==> run_1/layers.png <==
Scale bar: 20 um.
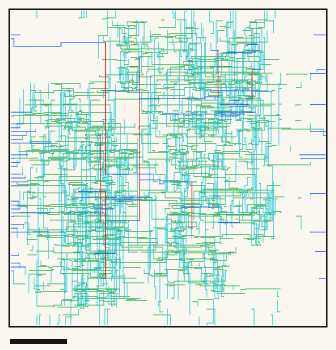
==> run_1/congestion_map.png <==
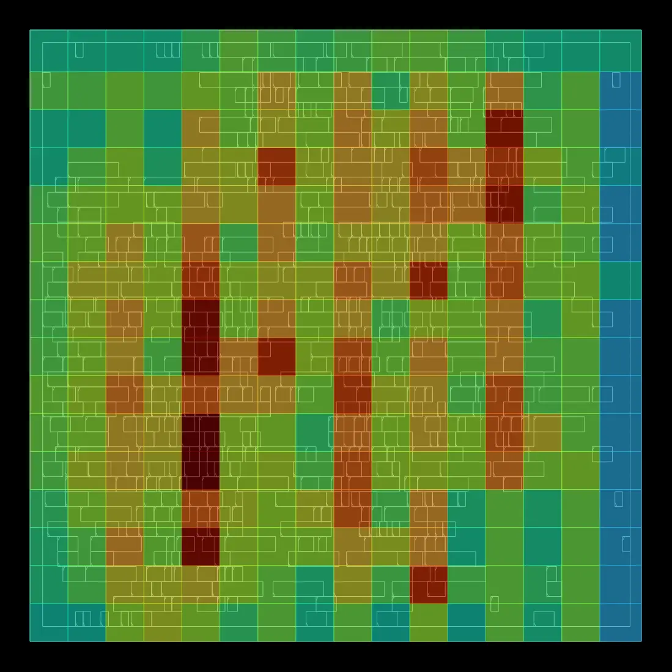
==> run_1/ff_map.png <==
Scale bar: 20 um. Other sequential cells in the stronger grey, the rest of the logic in the fainter grey.
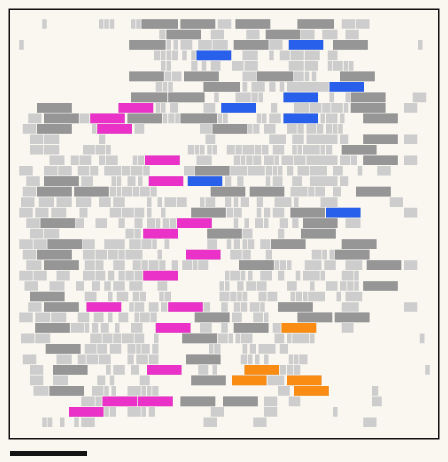
==> run_1/closeup.png <==
Scale bar: 5 um. Region (46, 68) to (66, 88) um. Cells in grey, sequential cells in the stronger grey; small squares are vias.
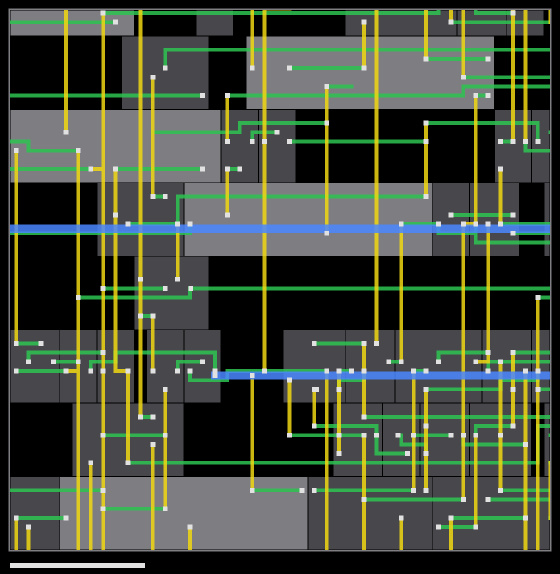
==> config.mk <==
export PLATFORM = sky130hd
export DESIGN_NAME = cam_pattern_gen
export DESIGN_NICKNAME = d
export VERILOG_FILES = /design/src/rtl/cam_pattern_gen.sv
export SDC_FILE = /design/constraint.sdc
export NUM_CORES = 1
export LEC_CHECK = 0
export CAP_MARGIN = 20
export CORE_MARGIN = 2
export CORE_UTILIZATION = 45
export CTS_BUF_LIST = sky130_fd_sc_hd__clkbuf_4
export CTS_CLUSTER_DIAMETER = 60
export DETAILED_ROUTE_END_ITERATION = 8
export PLACE_DENSITY = 0.71
export RECOVER_POWER = 50
export SETUP_SLACK_MARGIN = 0.1
export SLEW_MARGIN = 15
export SYNTH_ARGS = -nofsm -noshare
export SYNTH_HDL_FRONTEND = slang
export SYNTH_SLANG_ARGS = --single-unit
==> constraint.sdc <==
create_clock -name i_clk -period 3.1 [get_ports i_clk]
set_input_delay 0.62 -clock i_clk [delete_from_list [all_inputs] [get_ports i_clk]]
set_output_delay 0.62 -clock i_clk [all_outputs]
set_load 0.02 [all_outputs]
==> summary.txt <==
Notes on the physical implementation.

- The run finished, with violations left.
- The checks that failed: capacitance limit, slew limit.
- The horizontal extent of the die is between 100 and 150 um, for reference.
- The number of placed instances, taps included, is 712.
- The synthesized flop and latch total is 95, for reference.
- A synthesized cell averages between 9 and 10 um2.
- The peak fanout along the critical path is 8, for reference.
- Post-route period utilization is reported as a little over four fifths.
- Once layout is done, the placed cells without fillers occupy 5960 um2.
- The power per standard cell area is slightly above 800 nW/um2, for reference.
- In this run the static leakage power is 2.55 nW.
- The cell type of the slowest stage on the worst timing path is sky130_fd_sc_hd__dfrtp_1, for reference.
- The time the worst path needs with I/O delays and setup is approximately 2.6 ns, for reference.
- Ranked by instance count, the synthesized netlist is headed by sky130_fd_sc_hd__dfrtp_1, sky130_fd_sc_hd__nand2_1, sky130_fd_sc_hd__o21ai_0.
- The placed instances occupy a cell area of 5830 um2.
- The CTS buffer count is 9, for reference.
- Entering global routing, the biggest net connects 96 pins.
- The number of distinct library cells after synthesis is 59, for reference.
- In the setup report, the worst path falls into the class reg -> reg.
- Buffers placed on the I/O ports in this run total about 60.
- The number of cells on the worst hold path is 0, for reference.
- The later-pin clock latency in the skew report is between 0.4 and 0.5 ns, for reference.
- The data arrival time of the critical path is approximately 3.0 ns, for reference.
- The xor/xnor cell area share of the yosys netlist is a little over 6%, for reference.
- The number of synthesized flops with an enable pin is 0, for reference.
- In this run the number of cells on the critical path is 8.
- The initial antenna violation count is 0, for reference.
- The final antenna diode tally reported by the flow is 0.
- In this run the standard cell core region covers approximately 11000 um2.
- The pin closest to its max-slew limit shows a slew of just over 2 ns.
- The max-slew violation count is 96, for reference.
- For reference, the top cells by area after synthesis are sky130_fd_sc_hd__dfrtp_1, sky130_fd_sc_hd__mux2_2, sky130_fd_sc_hd__nand2_1.
- The most used flip-flop cell after synthesis is sky130_fd_sc_hd__dfrtp_1, for reference.
- The clock slew seen by the registers of the worst setup and hold paths is 0.16 ns, for reference.
- STA shows the worst reg2reg path with a cell count of 8.
- OpenROAD emitted warnings numbering 29.
- The largest combinational cell category by area is simple AND/OR/NAND/NOR gates, for reference.
- In this run the count of I/O pins placed on the die edge is between 70 and 80.
- The iteration tally of the first detailed-router pass is 4, for reference.
- Endpoints with negative setup slack in the final report add up to 0.
- The synthesis report lists the Yosys warning total as 0.
- The cell area that synthesis handed to floorplanning was 5160 um2.
- The share of synthesized area spent on multiplexers is between 6 and 7%, for reference.
- The number of maximum-capacitance constraint violations is 1, for reference.
- Among cell families on the critical path, the largest total delay comes from simple AND/OR/NAND/NOR gates.
- The yosys-reported design area after synthesis is a little over 5000 um2, for reference.
Notes on layers.png above:
M4 -> red  # wire length 204 um
M1 -> green  # wire length 4990 um
M2 -> cyan  # wire length 5170 um
M3 -> blue  # wire length 554 um
total vias in the final route: 3982
routed len/inst: 15.0 um
WL final: 10900 um

Notes on congestion_map.png above:
most utilized layer in the global route result: met2
final standard cell utilization of the core: 52.6%
met3 Track Usage GR: 3.77%

Notes on ff_map.png above:
o_frames_done -> magenta  # placed flops 16
r_gap -> orange  # placed flops 5
r_seed -> blue  # placed flops 8
not coloured = 66
seq pwr: 0.00207 W
register area: 2390 um2

Notes on closeup.png above:
M3 -> blue
M2 -> yellow
M1 -> green
sequential cells in the window = 4
most frequent = nand2_1 (6), a21oi_1 (3), dfrtp_1 (3)
cells with their middle in the window = 29

## run 1: layout make-up
cell class	instances	area, um2	share of cell area (%)
Multi-Input combinational cell	393	2540	42.6
Sequential cell	95	2390	40.1
Timing Repair Buffer	67	644	10.8
Tap cell	143	179	3.00
Clock inverter	7	80.1	1.34
Clock buffer	9	67.6	1.13
Inverter	15	60.1	1.01
## run 1: through the flow
stage / total power (W) / worst slack (ns)
after floorplan: 0.00364 / 0.811
after global placement: 0.00416 / 0.557
after detailed placement: 0.00425 / 0.534
after CTS: 0.00496 / 0.490
after global routing: 0.00529 / 0.190
final: 0.00491 / 0.490
## run 1: where the power goes
part           internal [W]  leakage, nW  switching, W
Combinational       0.00102         1.27       0.00112
Sequential          0.00167         1.21      0.000405
Clock              0.000255       0.0735      0.000454
## run 1: layer usage
layer | track usage (%) | up-vias | wire, um
met1 | 24.1 | 1931 | 4990
met2 | 29.7 | 101 | 5170
met5 | 0 | - | 0
met4 | 7.24 | 0 | 203
li1 | - | 1932 | -
met3 | 3.77 | 18 | 553
## run 1: placed cells by master (no fill, tap or decap), drive strengths merged, types with 3 or more instances in the layout
master / n
clkbuf: 10
ha: 18
xnor2: 25
dfrtp: 87
and2: 3
a22oi: 7
clkinvlp: 3
o22a: 3
inv: 16
nand2: 69
nand3b: 4
a31oi: 4
and3: 11
nand4: 6
a211oi: 5
clkdlybuf4s50: 59
nand3: 12
nor2: 41
dfstp: 8
nor3: 9
a21oi: 14
o31ai: 10
o21ai: 50
buf: 7
a21o: 7
a22o: 7
xor2: 11
nor4: 6
conb: 16
mux2: 25
## run 1: cells by family (layout without fill, tap and decap cells)
family / after synthesis / in the layout
and+or+nand+nor: 173 / 173
AOI/OAI and AO/OA: 122 / 122
DFF: 95 / 95
buffers and inverters: 56 / 98
xor gates and xnor gates: 36 / 36
muxes: 27 / 27
adders and majority gates: 19 / 19
other: 1 / 16
Power and IR drop assume default switching activity.
